`src/rtl/alu_issue_pkg.sv`:
```
// Shared ALU definitions for the operand-issue / writeback stage.
package alu_issue_pkg;

  // Operation codes understood by the core's combinational alu.
  typedef enum logic [2:0] {
    ALU_OP_ADD = 3'd0,
    ALU_OP_SUB = 3'd1,
    ALU_OP_AND = 3'd2,
    ALU_OP_OR  = 3'd3,
    ALU_OP_XOR = 3'd4,
    ALU_OP_SLL = 3'd5,
    ALU_OP_SRL = 3'd6,
    ALU_OP_SRA = 3'd7
  } alu_op_t;

endpackage

```
`src/rtl/alu_issue_regfile.sv`:
```
// Architectural register file: two async read ports, a debug read port,
// one synchronous write port, synchronous reset to zero.
module alu_issue_regfile #(
  parameter int unsigned WORD_LEN = 64,
  parameter int unsigned NREGS    = 16,
  localparam int unsigned REG_BITS = $clog2(NREGS)
) (
  input  logic                clk_i,
  input  logic                rst_i,
  input  logic                we_i,
  input  logic [REG_BITS-1:0] waddr_i,
  input  logic [WORD_LEN-1:0] wdata_i,
  input  logic [REG_BITS-1:0] raddr1_i,
  output logic [WORD_LEN-1:0] rdata1_o,
  input  logic [REG_BITS-1:0] raddr2_i,
  output logic [WORD_LEN-1:0] rdata2_o,
  input  logic [REG_BITS-1:0] dbg_addr_i,
  output logic [WORD_LEN-1:0] dbg_data_o
);

  logic [WORD_LEN-1:0] mem_q [NREGS];

  // Clear all entries on reset, otherwise perform the single write.
  always_ff @(posedge clk_i) begin
    if (rst_i) begin
      for (int unsigned i = 0; i < NREGS; i++) begin
        mem_q[i] <= '0;
      end
    end else if (we_i) begin
      mem_q[waddr_i] <= wdata_i;
    end
  end

  assign rdata1_o   = mem_q[raddr1_i];
  assign rdata2_o   = mem_q[raddr2_i];
  assign dbg_data_o = mem_q[dbg_addr_i];

endmodule

```
`src/rtl/alu_issue.sv`:
```
// Operand-issue, EX and WB registers around an external combinational alu.
// Results in EX and WB are forwarded so dependent ops issue back-to-back.
module alu_issue
  import alu_issue_pkg::*;
#(
  parameter int unsigned WORD_LEN = 64,
  parameter int unsigned NREGS    = 16,
  localparam int unsigned REG_BITS = $clog2(NREGS)
) (
  input  logic                clk_i,
  input  logic                rst_i,
  input  logic                in_valid_i,
  output logic                in_ready_o,
  input  alu_op_t             in_opc_i,
  input  logic [REG_BITS-1:0] in_rd_i,
  input  logic [REG_BITS-1:0] in_rs1_i,
  input  logic [REG_BITS-1:0] in_rs2_i,
  input  logic [WORD_LEN-1:0] in_imm_i,
  input  logic                in_use_imm_i,
  input  logic                stall_i,
  output logic [WORD_LEN-1:0] alu_a_o,
  output logic [WORD_LEN-1:0] alu_b_o,
  output alu_op_t             alu_opc_o,
  input  logic [WORD_LEN-1:0] alu_res_i,
  output logic                wb_valid_o,
  output logic [REG_BITS-1:0] wb_rd_o,
  output logic [WORD_LEN-1:0] wb_data_o,
  input  logic [REG_BITS-1:0] dbg_addr_i,
  output logic [WORD_LEN-1:0] dbg_data_o
);

  typedef struct packed {
    logic                valid;
    alu_op_t             opc;
    logic [REG_BITS-1:0] rd;
    logic [WORD_LEN-1:0] a;
    logic [WORD_LEN-1:0] b;
  } ex_slot_t;

  typedef struct packed {
    logic                valid;
    logic [REG_BITS-1:0] rd;
    logic [WORD_LEN-1:0] data;
  } wb_slot_t;

  ex_slot_t ex_q, ex_d;
  wb_slot_t wb_q, wb_d;

  logic                fire;
  logic                rf_we;
  logic [WORD_LEN-1:0] rf_rs1_data, rf_rs2_data;
  logic [WORD_LEN-1:0] rs1_val, rs2_val;

  assign in_ready_o = !stall_i;
  assign fire       = in_valid_i && in_ready_o;
  // The WB slot is held under stall, so gating with !stall_i commits it once.
  assign rf_we      = wb_q.valid && !stall_i && (wb_q.rd != '0);

  alu_issue_regfile #(
    .WORD_LEN(WORD_LEN),
    .NREGS   (NREGS)
  ) u_regfile (
    .clk_i     (clk_i),
    .rst_i     (rst_i),
    .we_i      (rf_we),
    .waddr_i   (wb_q.rd),
    .wdata_i   (wb_q.data),
    .raddr1_i  (in_rs1_i),
    .rdata1_o  (rf_rs1_data),
    .raddr2_i  (in_rs2_i),
    .rdata2_o  (rf_rs2_data),
    .dbg_addr_i(dbg_addr_i),
    .dbg_data_o(dbg_data_o)
  );

  // Operand select: r0, then youngest in-flight result (EX), then WB, then file.
  always_comb begin
    rs1_val = rf_rs1_data;
    if (in_rs1_i == '0) begin
      rs1_val = '0;
    end else if (ex_q.valid && (ex_q.rd == in_rs1_i)) begin
      rs1_val = alu_res_i;
    end else if (wb_q.valid && (wb_q.rd == in_rs1_i)) begin
      rs1_val = wb_q.data;
    end

    rs2_val = rf_rs2_data;
    if (in_rs2_i == '0) begin
      rs2_val = '0;
    end else if (ex_q.valid && (ex_q.rd == in_rs2_i)) begin
      rs2_val = alu_res_i;
    end else if (wb_q.valid && (wb_q.rd == in_rs2_i)) begin
      rs2_val = wb_q.data;
    end
  end

  // Next state for EX and WB; both hold while stalled.
  always_comb begin
    ex_d = ex_q;
    wb_d = wb_q;
    if (!stall_i) begin
      ex_d.valid = fire;
      if (fire) begin
        ex_d.opc = in_opc_i;
        ex_d.rd  = in_rd_i;
        ex_d.a   = rs1_val;
        ex_d.b   = in_use_imm_i ? in_imm_i : rs2_val;
      end
      wb_d.valid = ex_q.valid;
      wb_d.rd    = ex_q.rd;
      wb_d.data  = alu_res_i;
    end
  end

  // Pipeline registers with synchronous reset discarding in-flight work.
  always_ff @(posedge clk_i) begin
    if (rst_i) begin
      ex_q <= '{valid: 1'b0, opc: ALU_OP_ADD, rd: '0, a: '0, b: '0};
      wb_q <= '0;
    end else begin
      ex_q <= ex_d;
      wb_q <= wb_d;
    end
  end

  assign alu_a_o    = ex_q.a;
  assign alu_b_o    = ex_q.b;
  assign alu_opc_o  = ex_q.opc;
  assign wb_valid_o = wb_q.valid;
  assign wb_rd_o    = wb_q.rd;
  assign wb_data_o  = wb_q.data;

endmodule

```
`config.mk`:
```
export PLATFORM = sky130hd
export DESIGN_NAME = alu_issue
export DESIGN_NICKNAME = d
export VERILOG_FILES = /design/src/rtl/alu_issue_pkg.sv /design/src/rtl/alu_issue_regfile.sv /design/src/rtl/alu_issue.sv
export SDC_FILE = /design/constraint.sdc
export NUM_CORES = 2
export LEC_CHECK = 0
export CAP_MARGIN = 20
export CORE_MARGIN = 4
export CORE_UTILIZATION = 50
export CTS_CLUSTER_SIZE = 24
export DETAILED_ROUTE_END_ITERATION = 12
export PLACE_DENSITY = 0.76
export SKIP_CTS_REPAIR_TIMING = 1
export SYNTH_ARGS = -nofsm -noshare
export SYNTH_HDL_FRONTEND = slang
export SYNTH_SLANG_ARGS = --single-unit
```
`constraint.sdc`:
```
create_clock -name clk_i -period 6.17 [get_ports clk_i]
set_input_delay 0.617 -clock clk_i [delete_from_list [all_inputs] [get_ports clk_i]]
set_output_delay 0.617 -clock clk_i [all_outputs]
set_load 0.03 [all_outputs]
```
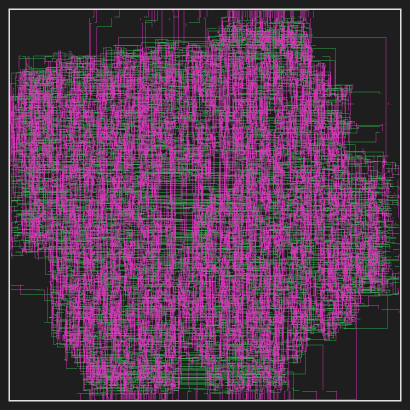
**Above:** wiring by layer.
Scale: 1 px per µm. Two of the layers only.
legend:
  met2:
    colour: magenta
    wire_length: 117 mm
  met1:
    colour: green
    wire_length: 87.0 mm

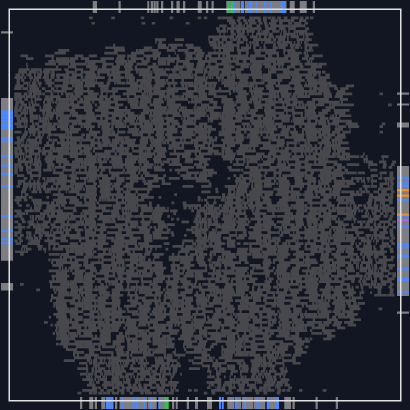
**Above:** pin placement.
Scale: 1 px per µm. Pins as bars across the die edge, other pins in grey.
legend:
  in_ready_o:
    colour: purple
    pins: 1
    direction: output
    edge: right
  alu_res_i:
    colour: blue
    pins: 64
    direction: input
    edge: 21 left, 19 bottom, 14 right, 10 top
  in_opc_i:
    colour: orange
    pins: 3
    direction: input
    edge: right
  dbg_addr_i:
    colour: green
    pins: 4
    direction: input
    edge: 2 bottom, 2 top
all pins by edge: 125 left, 109 bottom, 101 right, 82 top
I/O Buffers: 416
DIE HEIGHT: 390 µm
Die W: 390 µm

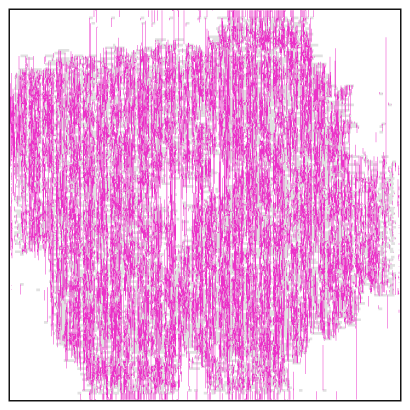
**Above:** the metal 2 layer.
Scale: 1 px per µm. Cells faint in the background.
nets with wire on the layer: 4532
longest straight run: 202 µm
wire length on this layer: 117 mm
share of all routed wire: 45%
main direction: vertical
grt met2 use: 0.512
WL final: 260000 µm

==> results_dict.tcl <==
# implementation run metrics
set metrics [dict create \
    outcome "finished, final reports clean" \
    syn_inst 5129 \
    power_frac_seq 0.455 \
    final_antenna_net_count 0 \
    syn_to_final_growth_pct 13.0 \
    fmax_mhz 244 \
    power_clock_uw 8460 \
    dp_hpwl_um 150000 \
    grtUsageTotal 0.337 \
    holdCritStartpoint "rst_i" \
    design.core.area_mm2 0.144 \
    ys_sh_mux 0.307 \
    dpl_worst_slack_ps 2020 \
    grt_util_met1 0.438 \
    first_pass_iters 6 \
    layoutNonFillerInstCount 7219 \
    drive_above_1_share 0.250 \
    r2r-start "wb_rd_o[2]" \
    largest_register_ffs 1024 \
    pg_comb_uw 3110 \
    clk_pin_slew_ps 60 \
    reg2regPathDepth 4 \
    synth-main-ff-cell "edfxtp_1" \
    fin_area_mm2 0.0824 \
    cts_tree "built" \
    worstMarginPinSlew_ps 1270 \
    drtIter0Drc 8782 \
    yosys.stat.seqShare 0.478 \
    min_to "wb_data_o[6]" \
    synth-adder-area-share 0 \
    r2r-end "u_regfile.mem_q[15][21]" \
    top_cells_by_area "edfxtp_1, mux4_2, and2_1, dfxtp_1, mux2i_1" \
    p_comb_frac 0.146 \
    yosysTopAreaCell "edfxtp_1" \
    drc 0 \
    holdPathStages 2 \
    vias 51700 \
    ys_sh_aoi 0.0386 \
    post_dp_cell_area_mm2 0.0778 \
    vias_per_cell 7.16 \
    p_int_uw 15600 \
    leakagePower_uw 0.0290 \
    htreeDepth 4 \
    drv_slew 0 \
    ios 417 \
    hold_path_class "input port to flop" \
    warnings 30 \
    skew_ps 24.4 \
    gp_congestion 0.892 \
    cts_buffers 137 \
    die_area_mm2 0.152 \
    dp.cells 6962 \
    grt-ovfl-total 0 \
    pg_seq_uw 9670 \
    busiest_layer "met2" \
    yosys_cells 5129 \
    wl_met2_um 117000 \
    period_used_share 0.665 \
]
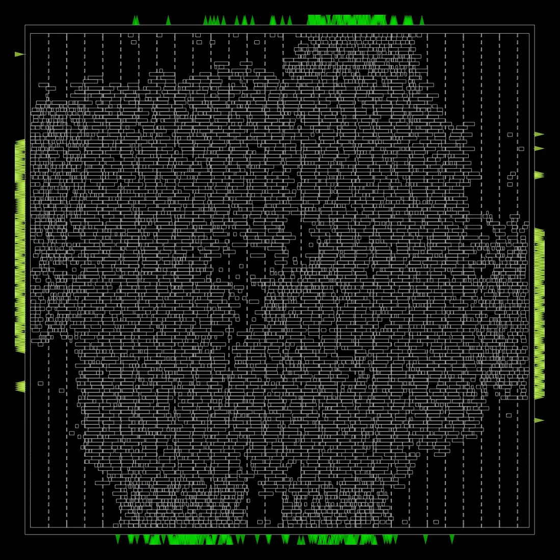
**Above:** placed standard cells.
number of well taps: 1903
row count: 139
sequential portion of the cell area: 0.423
Finished Core Util: 0.571

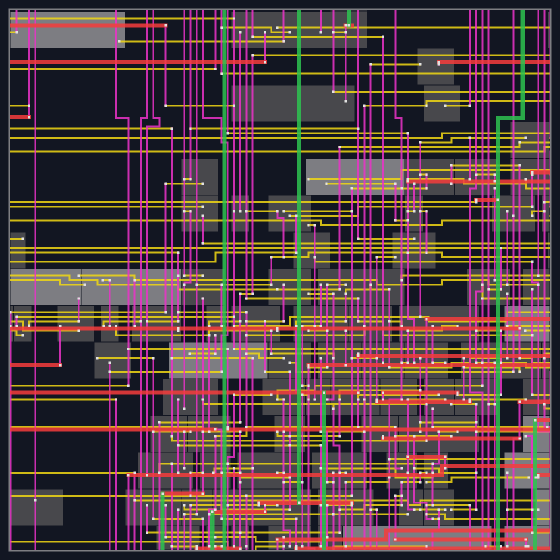
**Above:** close-up of the layout.
Window x 175 to 215, y 175 to 215 µm. Cells in grey, sequential cells in the stronger grey; small squares are vias.
legend:
  met2:
    colour: magenta
  met3:
    colour: red
  met1:
    colour: yellow
  met4:
    colour: green
sequential cells in the window: 6
netlist names of flops here include: wb_rd_o (3), u_regfile.mem_q (2)
cells with their middle in the window: 74
most frequent: buf_4 (12), xor2_1 (9)

metrics by stage:
step           hold slack (ps)  total power, µW  utilization
2_1_floorplan              421            11700            -
3_5_place_dp               441            12900        0.539
6_report                   238            21200        0.571
3_3_place_gp               430            12800        0.539
4_1_cts                    229            21200        0.571
5_1_grt                    263            21700        0.571
worst max-delay path: stages:
cell and delay, ps:
buf_8 510, buf_4 510, mux4_2 570, mux4_2 540, clkdlybuf4s50_1 620
cells in the final DEF (no fill, tap or decap), drive strengths merged, types with 2 or more instances in the layout:
| cell | synthesis | routed |
|---|---|---|
| o31ai | 64 | 64 |
| mux2i | 205 | 205 |
| nor4 | 3 | 3 |
| nand3 | 2 | 2 |
| nand2b | 5 | 5 |
| diode | 0 | 3 |
| clkbuf | 357 | 179 |
| clkinvlp | 0 | 7 |
| nand3b | 63 | 63 |
| buf | 312 | 137 |
| dfxtp | 205 | 205 |
| nor3 | 144 | 144 |
| mux4 | 872 | 872 |
| xor2 | 9 | 9 |
| nor2 | 273 | 273 |
| o41ai | 65 | 65 |
| clkdlybuf4s50 | 0 | 401 |
| or2 | 16 | 16 |
| a2111oi | 64 | 64 |
| clkinv | 0 | 43 |
| xnor2 | 7 | 7 |
| nor3b | 63 | 63 |
| conb | 1 | 64 |
| inv | 67 | 76 |
| edfxtp | 1024 | 1024 |
| and2 | 949 | 949 |
| nand2 | 86 | 86 |
| bufinv | 0 | 14 |
| a211oi | 64 | 64 |
| mux2 | 64 | 64 |
| a21oi | 135 | 135 |
final cells by class:
class                      count  area share
antenna                        3   0.0000911
clock buffer                 179      0.0460
clock inverter                73     0.00944
inverter                      67     0.00305
multi-input combinational   3227       0.425
sequential                  1229       0.423
tap                         1903      0.0289
timing repair buffer         538      0.0648
Power figures rest on the tool's default switching activity, not on a simulated workload.
